Design sched_queue, sky130hd; sources not shown.
layer_met1.png
Scale bar: 50 um. Supply wires on this layer in grey.
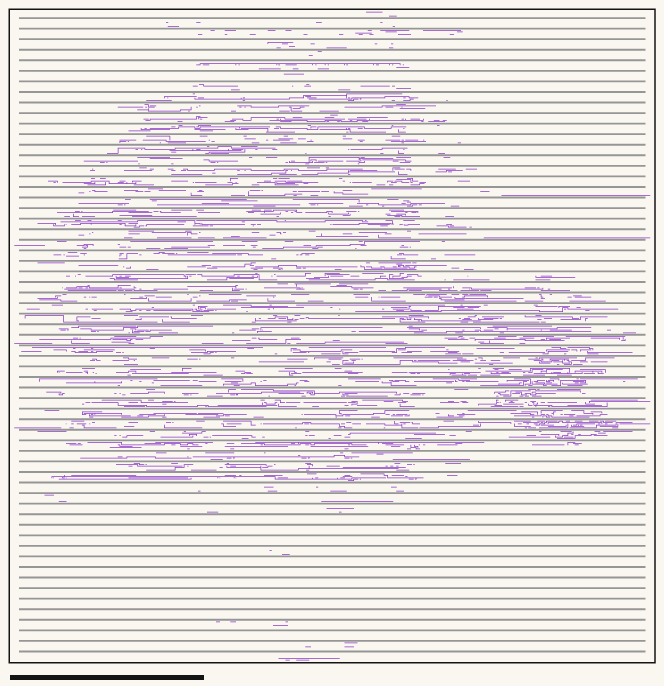
longest straight run: 59.3 um
main direction: horizontal
nets with wire on the layer: 573
global-route track usage on met1: 15.08%
detailed-route wire length: 15,860 um
Vias: 4,177

layer_met2.png
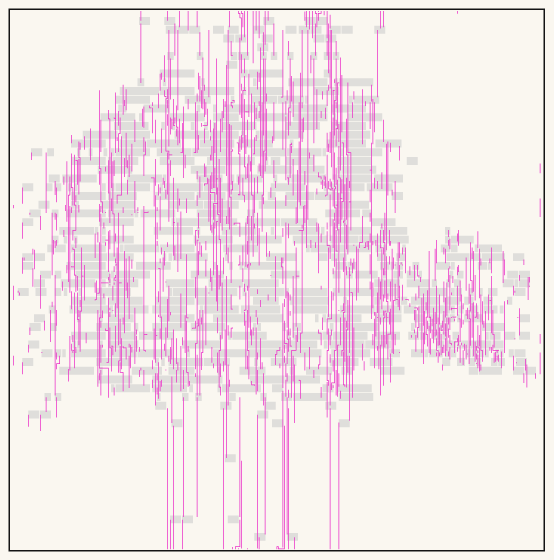
wire length on this layer: 7,940 um
longest straight run: 60.2 um
met2 Track Usage GR: 19.12%

layer_met3.png
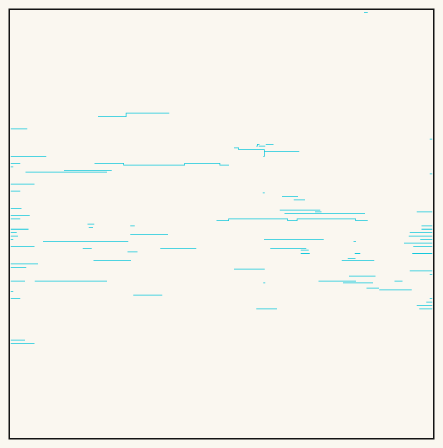
share of all routed wire: 4.7%
nets with wire on the layer: 69
met3 Usage GRT: 2.985%

==> CHANGELOG.md <==
### Metrics

- Power Total: 0.002603 W
- Initial antenna violation count: 0
- Via density: 4.535
- Num ports: 79
- Sum Neg Setup Slack: 0 ns
- First-pass GRT wire length: 24,860 um
- Mapped Area: 6988 sq um
- Num rows: 60
- Crit end category: register
- Slew HR: 31.07%
- Placed cells: 888
- CTS tree: built
- Clk pwr share: 45.1%
- Clock skew: 0.01395 ns
- Req. time, crit path: 6.05 ns
- CTS HTree Levels: 4
- Layout cell share with drive strength beyond 1: 15.17%
- Final Setup Violations: 0
- Top Layout Cells: nor2_1 (156), edfxtp_1 (140), clkdlybuf4s50_1 (77), nand2b_1 (38), mux4_2 (38)
- Crit path DAT: 4.25 ns
- Combinational power share: 7.9%
- Maxcap violations: 0
- CP startpoint kind: input pin
- Tot GR Track Use: 11.62%
- Worst min-delay path category: reg -> reg
- DRC viols: 0
- Largest power group: registers
- Fill cell count: 2,535
- Area Overhead vs Synth: 23.53%
- Final Slew Violations: 0
- Min Tclk post-route: 4.199 ns
- Routed length per instance: 17.22 um
- Synth Instances: 502
- Placed Instance Area: 7964 sq um
- Clk root buf: clkbuf_16
- Crit path kind: in -> reg
- Switch Pwr: 0.0005576 W
- Final hold slack: 0.5552 ns
- Remaining Overflow, GRT: 0
- Final core utilization: 32.76%
- Commonest Layout Cell: nor2_1
- Post-DP HPWL: 9743 um
- Die Size: 27,890 sq um
- Die height: 168 um
- Power Sequential: 0.00122 W
- Cell area power density: 301.5 nW/um^2
- Fin area: 8632 sq um
- Nets: 609
- Final hold vios: 0
- Pre-Repair DR Iteration Count: 5
- Clock sink count: 152
- Outcome: completed
- Max frequency: 238.2 MHz
- Pleak: 2.831 nW
- Max IR drop VDD: 137.1 uV
- Iter 0 DRT Violations: 278
- Syn nets: 544
- Max reg flops: 128
- Worst-path clk slew: 0.06 ns
- Final setup margin: 1.801 ns
- Core ar.: 26,350 sq um
- Sw frac: 21.42%
- Internal cell power: 0.002045 W
- Hold path cells: 2
- N_diodes: 0
- Reg power frac: 47.0%
- Combinational gate power: 0.000206 W
- Path depth of the worst reg2reg path: 10
## worst max-delay path: stages
cell             delay, ns
clkdlybuf4s50_1       0.57
or3b_1                0.56
inv_1                 0.28
and2b_1               0.22
nand2_2               0.47
nand2b_2              0.91
## final cells by class
cell class	count	area (sq um)	area share (%)
clock buffers	18	429.2	4.972
clock inverters	14	219.0	2.537
inverters	5	18.77	0.2174
multi-input cells	309	2273	26.34
flip-flops and latches	152	4447	51.51
well taps	341	426.7	4.943
repair buffers	82	818.3	9.480
## routing by layer
layer,part of all wire (%),global-route usage [%],vias up
met5,0,0,-
met4,1.1,3.743,0
met3,4.7,2.985,12
met2,50,19.12,121
met1,44,15.08,2086
li1,-,-,1958
Power and IR drop assume default switching activity.
